===== config.mk =====
export PLATFORM = sky130hd
export DESIGN_NAME = mixer_gain_ramper
export DESIGN_NICKNAME = d
export VERILOG_FILES = /design/src/rtl/mixer_pkg.sv /design/src/rtl/mixer_gain_ramper.sv
export SDC_FILE = /design/constraint.sdc
export NUM_CORES = 1
export LEC_CHECK = 0
export ABC_CLOCK_PERIOD_IN_PS = 7500
export CORE_MARGIN = 4
export CORE_UTILIZATION = 27
export CTS_CLUSTER_DIAMETER = 150
export CTS_CLUSTER_SIZE = 24
export DETAILED_ROUTE_END_ITERATION = 10
export PLACE_DENSITY = 0.47
export SLEW_MARGIN = 25
export SYNTH_ARGS = -nofsm -noshare
export SYNTH_HDL_FRONTEND = slang
export SYNTH_SLANG_ARGS = --single-unit
export TNS_END_PERCENT = 100

===== constraint.sdc =====
create_clock -name clk -period 7.5 [get_ports clk]
set_clock_uncertainty 0.1 [all_clocks]
set_input_delay 1.5 -clock clk [delete_from_list [all_inputs] [get_ports clk]]
set_output_delay 1.5 -clock clk [all_outputs]
set_load 0.01 [all_outputs]

===== src/rtl/mixer_pkg.sv =====
// mixer_pkg: shared sweep state type and bounded gain step arithmetic for mixer_gain_ramper
package mixer_pkg;
   localparam int GAIN_MAX_W = 32;
   typedef enum logic {RAMP_IDLE_E, RAMP_SWEEP_E} ramp_state_t;
   function automatic logic [GAIN_MAX_W-1:0] gain_step(
      input logic [GAIN_MAX_W-1:0] cur,
      input logic [GAIN_MAX_W-1:0] tgt,
      input logic [GAIN_MAX_W-1:0] step
   );
      logic [GAIN_MAX_W:0] diff;
      diff = tgt > cur ? {1'b0, tgt} - {1'b0, cur} : {1'b0, cur} - {1'b0, tgt};
      return (step == '0 || diff <= {1'b0, step}) ? tgt : tgt > cur ? cur + step : cur - step;
   endfunction
endpackage


===== src/rtl/mixer_gain_ramper.sv =====
// mixer_gain_ramper: per-strobe sweep moving each applied gain toward its target by at most cr_mix_ramp_step
// MIXER_GAIN_RAMP_MUTE_EN enables cr_mix_mute and sr_mix_muted
module mixer_gain_ramper
   import mixer_pkg::*;
#(
   parameter int GAIN_WIDTH_P     = 16,
   parameter int NR_OF_CHANNELS_P = 4
) (
   input  logic                    clk,
   input  logic                    rst,
   input  logic                    fs_strobe,
   input  logic [GAIN_WIDTH_P-1:0] cr_mix_channel_gain [NR_OF_CHANNELS_P],
   input  logic [GAIN_WIDTH_P-1:0] cr_mix_output_gain,
   input  logic [GAIN_WIDTH_P-1:0] cr_mix_ramp_step,
   input  logic                    cr_mix_mute,
   input  logic                    cmd_mix_clear_ramp_overrun,
   output logic [GAIN_WIDTH_P-1:0] mix_channel_gain [NR_OF_CHANNELS_P],
   output logic [GAIN_WIDTH_P-1:0] mix_output_gain,
   output logic                    sr_mix_ramp_settled,
   output logic                    sr_mix_ramp_overrun,
   output logic                    sr_mix_muted
);
   localparam int N  = NR_OF_CHANNELS_P;
   localparam int IW = $clog2(N + 1);
   ramp_state_t state;
   logic [IW-1:0] idx;
   logic [GAIN_WIDTH_P-1:0] cur [N+1];
   logic [GAIN_WIDTH_P-1:0] tgt [N+1];
   logic [GAIN_WIDTH_P-1:0] nxt;
   logic mute_on, all_eq, all_zero, last;
`ifdef MIXER_GAIN_RAMP_MUTE_EN
   assign mute_on = cr_mix_mute;
`else
   logic mute_unused;
   assign mute_unused = cr_mix_mute;
   assign mute_on = 1'b0;
`endif
   always_comb begin
      for (int i = 0; i < N; i++) tgt[i] = mute_on ? '0 : cr_mix_channel_gain[i];
      tgt[N] = mute_on ? '0 : cr_mix_output_gain;
      all_eq = 1'b1;
      all_zero = 1'b1;
      for (int i = 0; i <= N; i++) begin
         all_eq = all_eq & (cur[i] == tgt[i]);
         all_zero = all_zero & (cur[i] == '0);
      end
   end
   always_comb begin
      for (int i = 0; i < N; i++) mix_channel_gain[i] = cur[i];
   end
   assign mix_output_gain = cur[N];
   assign last = idx == IW'(N);
   // targets are sampled live, so mid-sweep register writes reach only unprocessed indices
   assign nxt = GAIN_WIDTH_P'(gain_step(GAIN_MAX_W'(cur[idx]), GAIN_MAX_W'(tgt[idx]), GAIN_MAX_W'(cr_mix_ramp_step)));
   always_ff @(posedge clk) begin
      if (rst) begin
         state <= RAMP_IDLE_E;
         idx <= '0;
         for (int i = 0; i <= N; i++) cur[i] <= '0;
         sr_mix_ramp_settled <= 1'b0;
         sr_mix_ramp_overrun <= 1'b0;
         sr_mix_muted <= 1'b0;
      end else begin
         if (state == RAMP_IDLE_E) begin
            if (fs_strobe) begin
               state <= RAMP_SWEEP_E;
               idx <= '0;
            end
         end else begin
            cur[idx] <= nxt;
            idx <= last ? '0 : idx + 1'b1;
            state <= last ? RAMP_IDLE_E : RAMP_SWEEP_E;
         end
         sr_mix_ramp_overrun <= (fs_strobe && state == RAMP_SWEEP_E) || (sr_mix_ramp_overrun && !cmd_mix_clear_ramp_overrun);
         sr_mix_ramp_settled <= all_eq;
         sr_mix_muted <= mute_on && all_zero;
      end
   end
endmodule


**Clock wires, drivers and flops**

The bar under the picture is 50 um long.
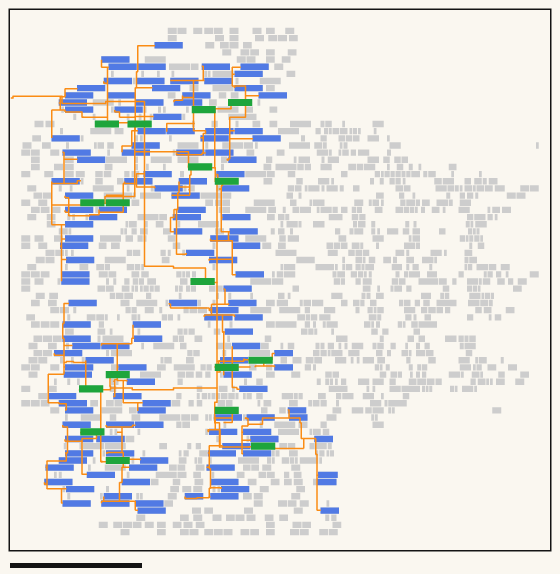
[blue] flip-flops | count: 137
[orange] clock wires | length: 1800 um
[green] clock-net drivers | count: 17
routed clock nets	18

**Metal layers overlaid**

Two of the layers only.
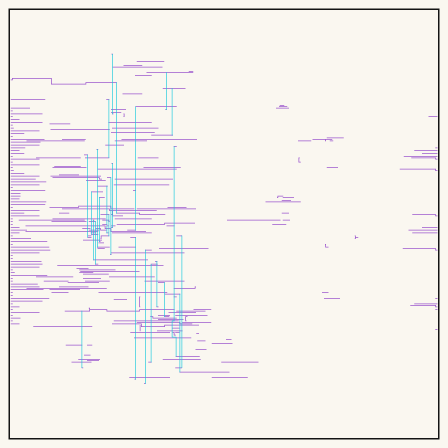
color	layer	wire length
cyan	M4	933 um
purple	M3	3010 um

**Clock routing**

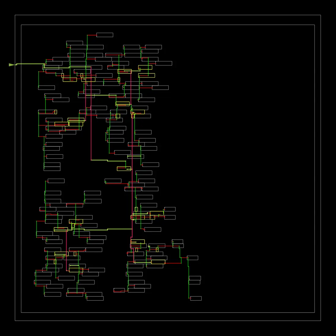
later-pin clock latency in the skew report: 430 ps
total clock sinks: 137

**Cells colored by class**

The bar under the picture is 50 um long.
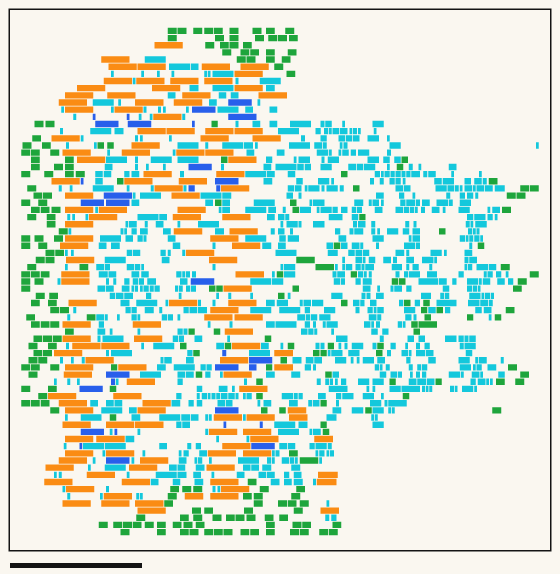
color	class	cells	share of their area
orange	sequential cells	137	30%
cyan	remaining logic cells	821	48%
green	remaining buffers and delay cells	249	18%
blue	clock drivers and dummy loads	32	4.1%

**Power grid**

Pins as bars on the die edge.
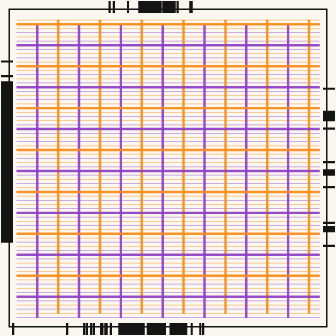
color	net
orange	VDD
purple	VSS
rows	71
met4 straps	14

==> run summary <==
Physical implementation status

The initialized floorplan defines 71 standard-cell rows. Per the OpenROAD floorplan log, the area of the core is 38000 um2. In this run the number of H-tree levels came out at 4. The number of vias after detailed routing stands at 9183. The run finished with clean final reports. The flow reported a cell area power density of 316 nW/um2. The number of setup buffers added after CTS is 0. In this run the most critical hold path is launched from sr_mix_ramp_overrun. Yosys mapped a number of flops with a built-in enable equal to 128. Per the Yosys statistics, synthesis produced 999 cells.

The fraction of the cycle the final worst path needs stands at 92.8%. Summing every instance area after synthesis gives 10500 um2. The report counts max-capacitance violations totalling 0. In this run the worst path has a maximum fanout of 6. The total grt overflow stands at 0. The first detailed-routing pass took 5 iterations. The number of antenna violations at the first check in global routing stands at 0. Ranked by total cell area, the synthesized netlist is headed by sky130_fd_sc_hd__edfxtp_1, sky130_fd_sc_hd__mux4_2, sky130_fd_sc_hd__ha_1, sky130_fd_sc_hd__nor2_1, sky130_fd_sc_hd__xnor2_1. The overall fraction of global-route tracks in use stands at 20.3%. Sequential cells were found to cover 38.3% of the synthesized design area. In this run the biggest area consumer among cell types represents 36.6% of the synthesized area.

The post-route worst setup slack stands at 544 ps. The die is 205 um wide. After technology mapping, the gate count stands at 999. Of all flip-flops after synthesis, the portion carrying an async set or reset was 0%.

After its last routability iteration, the placer logged a weighted congestion of 0.993. The die extent in y stands at 205 um. After legalization and detailed placement, the total HPWL measured 35.2 mm.

By instance count after routing, the leading logic cell types are sky130_fd_sc_hd__clkdlybuf4s50_1, sky130_fd_sc_hd__edfxtp_1, sky130_fd_sc_hd__nor2_1. The tree is rooted in a sky130_fd_sc_hd__clkbuf_16. The routed design shows a via density per instance of 5.25. The detailed router finished its first iteration with 870 violations. The worst-case vdd ir drop stands at 0.168 mV. The number of nets in the synthesized netlist stands at 1169.

The arrival time at the worst endpoint stands at 7000 ps. Based on the critical path, the design can be clocked at up to 144 MHz. In the final design database the tool counted 1396 nets. In this run, post-CTS repair resized a total of 0 instances. The count of nets left with antenna violations after detail routing stands at 0.

The final routed wirelength across all metal layers stands at 43.2 mm. STA classifies the critical path endpoint as a flip-flop. The final timing report lists a max-slew violation count of 0. In this run, distinct cell masters in the synthesized netlist total 70. The reported leakage power stands at 0.00541 uW. The largest net degree at the start of global routing stands at 29. Leaving out fill and tap cells, the most frequent cell in the layout is sky130_fd_sc_hd__clkdlybuf4s50_1.

In this run, synthesis produced a sequential element count of 137. TritonCTS built the clock tree. The post-cts hold buffer count stands at 0. The time the final worst path needs with I/O delays and setup stands at 6960 ps. For the final routed database, the setup TNS stands at 0 ps.
[per-stage QoR]
step	total power [uW]	instance area, um2	utilization [%]	std cells	hold slack (ps)
after CTS	4390	13900	36.5	1750	370
after global placement	3580	13300	35.1	1718	362
after floorplan	2640	10500	-	999	389
final	4390	13900	36.5	1750	366
after detailed placement	3590	13300	35.1	1718	362
after global routing	4650	13900	36.5	1750	400
[worst max-delay path: stages]
cell and delay, ps:
sky130_fd_sc_hd__clkdlybuf4s50_1 560, sky130_fd_sc_hd__mux2i_1 100, sky130_fd_sc_hd__nor2_1 120, sky130_fd_sc_hd__a21oi_1 50
sky130_fd_sc_hd__o22ai_1 390, sky130_fd_sc_hd__inv_1 130, sky130_fd_sc_hd__ha_1 330, sky130_fd_sc_hd__and4_1 240
sky130_fd_sc_hd__a21oi_1 170, sky130_fd_sc_hd__o22a_1 180, sky130_fd_sc_hd__a311oi_1 140, sky130_fd_sc_hd__a221o_1 400
sky130_fd_sc_hd__a311o_1 370, sky130_fd_sc_hd__o21ai_0 210, sky130_fd_sc_hd__xnor2_1 90, sky130_fd_sc_hd__ha_1 300
sky130_fd_sc_hd__nand3_1 110, sky130_fd_sc_hd__a21oi_1 130, sky130_fd_sc_hd__o21ai_0 90, sky130_fd_sc_hd__a221oi_1 290
sky130_fd_sc_hd__nand2_1 160, sky130_fd_sc_hd__o211ai_4 190, sky130_fd_sc_hd__buf_12 210, sky130_fd_sc_hd__mux2i_4 410
sky130_fd_sc_hd__nor2_1 90
[final cells by class]
type,instances,area [um2]
clock buffers,22,444
clock inverters,10,103
fillers,3871,24100
inverters,110,413
multi-input cells,711,5890
flip-flops and latches,137,4030
well taps,511,639
repair buffers,249,2370
[state kept, by name, indices dropped and copies added, names as in the netlist, named ones only]
name	cells
cur	128
idx	3
sr_mix_ramp_overrun	1
sr_mix_ramp_settled	1
state	1
[layer usage]
metal	GRT usage, %	up-vias	share of wire, %
met5	0	-	0
met4	4.52	0	2.2
met3	3.42	62	7.0
met2	33.6	439	46
met1	27.9	4549	44
li1	-	4133	-
[final timing paths]
path                            depth (start not counted)  slack [ps]             endpoint
worst min register to register                          2         370  sr_mix_ramp_overrun
worst max register to register                         23         850            cur[4][9]
worst max-delay path                                   25         540            cur[4][9]
worst min-delay path                                    2         370  sr_mix_ramp_overrun
[report_power, final]
group,internal (uW),switching [uW],leakage (uW),total (uW)
clock network,483,310,0.000264,794
registers,997,53.7,0.00133,1050
logic,1070,1470,0.00381,2540
total,2550,1830,0.00541,4390
[logic make-up (layout without fill, tap and decap cells)]
group	Yosys count	count (layout)	share of synthesized area, %
buf+inv	151	391	5.72
compound gates	208	208	13.7
flops	137	137	38.3
xor+xnor	89	89	7.43
fa+ha+maj	69	69	8.44
other cells	1	1	0.0357
simple gates	252	252	11.5
mux	92	92	14.8
Power figures rest on the tool's default switching activity, not on a simulated workload.
